==> run_1/met1.png <==
Cells faint in the background.
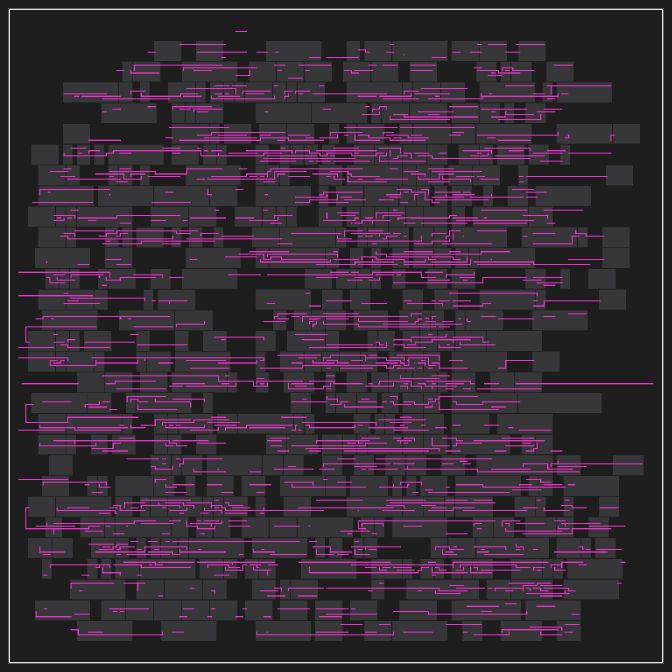
==> run_1/met2.png <==
The bar under the picture is 20 um long.
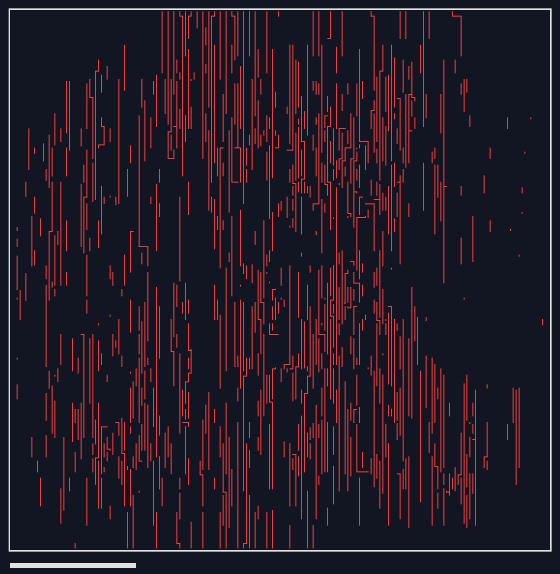
==> run_1/met3.png <==
The bar under the picture is 20 um long.
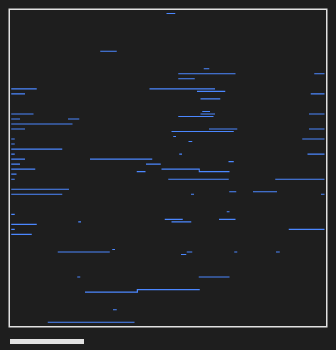
File: src/rtl/instr_sequencer.sv
// Program sequencer: fetches 16-bit instructions over a req/valid handshake, gates the
// control unit with run until done, and handles branches, HALT, single-step and done-timeout.
module instr_sequencer #(
    parameter int ADDR_W       = 8,
    parameter int RESET_PC     = 0,
    parameter int DONE_TIMEOUT = 64
) (
    input  logic              clk,
    input  logic              reset,
    input  logic              start,
    input  logic              step_mode,
    input  logic              step,
    output logic              mem_req,
    output logic [ADDR_W-1:0] mem_addr,
    input  logic [15:0]       mem_rdata,
    input  logic              mem_valid,
    output logic [15:0]       instruction,
    output logic              run,
    input  logic              done,
    input  logic              alu_zero,
    output logic [ADDR_W-1:0] pc,
    output logic [15:0]       retired,
    output logic              busy,
    output logic              halted,
    output logic              error
);

    localparam int                TW    = $clog2(DONE_TIMEOUT + 1);
    localparam logic [ADDR_W-1:0] PC0   = ADDR_W'(RESET_PC);
    localparam logic [TW-1:0]     TLAST = TW'(DONE_TIMEOUT - 1);

    typedef enum logic [2:0] {
        S_IDLE,
        S_FETCH,
        S_EXEC,
        S_PAUSE,
        S_HALT,
        S_ERROR
    } state_t;

    state_t            state;
    logic [TW-1:0]     tcount;
    logic [ADDR_W-1:0] target;
    logic [ADDR_W-1:0] next_pc;
    logic              take_branch;

    // The held instruction decides where the PC goes when the control unit retires it.
    always_comb begin
        target      = ADDR_W'(instruction[12:5]);
        take_branch = (instruction[1:0] == 2'b10) && alu_zero;
        next_pc     = take_branch ? target : pc + ADDR_W'(1);
    end

    always_ff @(posedge clk) begin
        if (reset) begin
            state       <= S_IDLE;
            pc          <= PC0;
            mem_addr    <= PC0;
            mem_req     <= 1'b0;
            instruction <= '0;
            run         <= 1'b0;
            retired     <= '0;
            busy        <= 1'b0;
            halted      <= 1'b0;
            error       <= 1'b0;
            tcount      <= '0;
        end else begin
            case (state)
                S_IDLE, S_HALT: begin
                    if (start) begin
                        state    <= S_FETCH;
                        pc       <= PC0;
                        mem_addr <= PC0;
                        mem_req  <= 1'b1;
                        busy     <= 1'b1;
                        halted   <= 1'b0;
                    end
                end
                S_FETCH: begin
                    if (mem_valid) begin
                        instruction <= mem_rdata;
                        mem_req     <= 1'b0;
                        if (mem_rdata[1:0] == 2'b11) begin
                            state  <= S_HALT;
                            halted <= 1'b1;
                            busy   <= 1'b0;
                        end else begin
                            state  <= S_EXEC;
                            run    <= 1'b1;
                            tcount <= '0;
                        end
                    end
                end
                S_EXEC: begin
                    // A done arriving on the last allowed cycle still retires normally.
                    if (done) begin
                        pc      <= next_pc;
                        retired <= retired + 16'd1;
                        run     <= 1'b0;
                        if (step_mode) begin
                            state <= S_PAUSE;
                            busy  <= 1'b0;
                        end else begin
                            state    <= S_FETCH;
                            mem_req  <= 1'b1;
                            mem_addr <= next_pc;
                        end
                    end else if (tcount == TLAST) begin
                        state <= S_ERROR;
                        run   <= 1'b0;
                        busy  <= 1'b0;
                        error <= 1'b1;
                    end else begin
                        tcount <= tcount + 1'b1;
                    end
                end
                S_PAUSE: begin
                    if (step || !step_mode) begin
                        state    <= S_FETCH;
                        mem_req  <= 1'b1;
                        mem_addr <= pc;
                        busy     <= 1'b1;
                    end
                end
                S_ERROR: state <= S_ERROR;
                default: state <= S_IDLE;
            endcase
        end
    end

endmodule

File: config.mk
export PLATFORM = sky130hd
export DESIGN_NAME = instr_sequencer
export DESIGN_NICKNAME = d
export VERILOG_FILES = /design/src/rtl/instr_sequencer.sv
export SDC_FILE = /design/constraint.sdc
export NUM_CORES = 1
export LEC_CHECK = 0
export CORE_MARGIN = 2
export CORE_UTILIZATION = 44
export DETAILED_ROUTE_END_ITERATION = 16
export PLACE_DENSITY = 0.78
export RECOVER_POWER = 50
export SYNTH_ARGS = -nofsm -noshare
export SYNTH_HDL_FRONTEND = slang
export SYNTH_SLANG_ARGS = --single-unit
File: constraint.sdc
create_clock -name clk -period 1.7 [get_ports clk]
set_input_delay 0.255 -clock clk [delete_from_list [all_inputs] [get_ports clk]]
set_output_delay 0.255 -clock clk [all_outputs]
set_load 0.005 [all_outputs]
==> impl_metrics.tcl, run 1 <==
# metrics dict for downstream scripts
set metrics [dict create \
    floorplan.core_area_mm2 0.00639 \
    crit_path_cell_trace "or4b_4 > a41oi_4 > buf_6 > o2111ai_2 > xor2_1 > nor2_1" \
    syn-num-nets 377 \
    placement.io_buffers 76 \
    std_cell_rows 29 \
    register_to_register_path_depth 6 \
    first_iter_violations 134 \
    cts_hold_buffers 0 \
    grt_use_met2 0.353 \
    outcome "finished with violations" \
    seq_cell_power_uw 1870 \
    internal-power_uw 3690 \
    final_util 0.690 \
    setup_violators_final 7 \
    fin_tns_setup_ns -0.339 \
    violations "setup timing" \
    min_to "error" \
    totalPowerFinal_uw 5440 \
    ys_top_logic_family "simple AND/OR/NAND/NOR gates" \
    yosys-top-cells-area "dfxtp_1, a21oi_1, nand2_1" \
    timing.final.ws_setup_ns -0.107 \
]
Back to the opening pictures, met1.png:
share of all routed wire = 43%
nets with wire on the layer = 445
wire length on this layer = 3450 um
longest straight run = 22.5 um
main direction = horizontal
total via count after detailed routing: 2945
met1 Usage GRT: 0.276
total routed wirelength: 7.97 mm

Back to the opening pictures, met2.png:
main direction = vertical
wire length on this layer = 3850 um
nets with wire on the layer = 421
longest straight run = 35.4 um
share of all routed wire = 48%

Back to the opening pictures, met3.png:
share of all routed wire = 5.2%
wire length on this layer = 417 um
nets with wire on the layer = 56
longest straight run = 23.2 um
main direction = horizontal
GRT met3 Usage: 0.0597

[run 1: cells by family after synthesis]
kind of cell / count (synthesis)
AOI/OAI and AO/OA: 83
xor gates and xnor gates: 23
adders and majority gates: 3
buffers and inverters: 27
DFF: 63
muxes: 7
and+or+nand+nor: 144
[run 1: final cells by class]
cell class,instances,area (um^2)
tap,77,96.3
timing repair buffer,124,1170
fill,518,1980
clock inverter,3,40.0
clock buffer,13,169
multi-input combinational,260,1630
inverter,7,26.3
sequential,63,1270
[run 1: sequential cells by signal, summed over array words and instances, names as in the netlist]
signal       flops
run              1
retired         16
error            1
busy             1
instruction     16
tcount           7
mem_req          1
halted           1
mem_addr         8
state            3
pc               8
[run 1: what timing repair did]
action,4_1_cts,5_1_grt
setup endpoints to repair,11,27
setup buffers,2,7
resized,13,18
pin swaps,6,10
## Run 2: what changed since run 1
Settings changed: CAP_MARGIN set to 20.
==> run_2/met3.png <==
The bar under the picture is 20 um long.
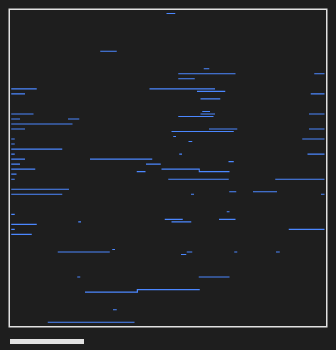
nets with wire on the layer = 56
share of all routed wire = 5.2%

==> impl_metrics.tcl, run 2 <==
# metrics dict for downstream scripts
set metrics [dict create \
    violations "setup timing" \
    filler_cell_count 518 \
    seq_share 0.288 \
    global_route.usage.met3 0.0597 \
    setup_violators_final 7 \
    timing.final.ws_setup_ns -0.107 \
    area_dominant_class "combinational gates" \
    cts_hold_buffers 0 \
    outcome "finished with violations" \
    detail_route.wirelength_mm 7.97 \
    layout.clock_buffers 13 \
    std_cell_rows 29 \
    yosys-top-cells-area "dfxtp_1, a21oi_1, nand2_1" \
    crit_path_cell_trace "or4b_4 > a41oi_4 > buf_6 > o2111ai_2 > xor2_1 > nor2_1" \
    register_to_register_path_depth 6 \
    logic_gate_count 260 \
    use_met1 0.276 \
    final_util 0.690 \
    grt_use_met2 0.353 \
    syn-num-nets 377 \
]
==> run_2/met1.png <==
Cells faint in the background.
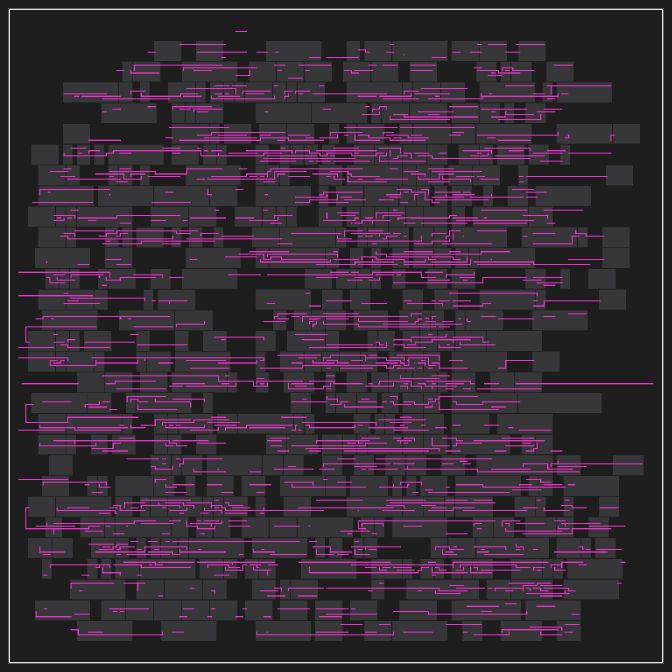
share of all routed wire = 43%
nets with wire on the layer = 445
longest straight run = 22.5 um
wire length on this layer = 3450 um

[run 2: power by group]
part | switching (uW) | internal [uW]
Clock | 565 | 793
Sequential | 158 | 1710
Combinational | 1030 | 1180
Total | 1750 | 3690
[run 2: worst max path at each step]
stage	depth (start not counted)	slack, ns	end	startpoint
6_report	6	-0.11	tcount[5]	state[2]
5_1_grt	5	-0.15	busy	state[1]
4_1_cts	5	-0.02	tcount[3]	state[0]
3_5_place_dp	6	-0.41	state[2]	done
3_3_place_gp	6	-0.33	busy	done
2_1_floorplan	6	0.006	busy	state[0]
[run 2: timing repair]
item	in CTS	in global routing
endpoints found under the setup margin	11	27
resized	13	18
buffers inserted	2	7
pin swaps	6	10
[run 2: routing by layer]
metal,routed length (um),up-vias
met5,0,-
met4,255,0
met3,417,23
met2,3850,98
met1,3450,1362
li1,-,1462
Power is estimated from default activity; no workload was simulated.
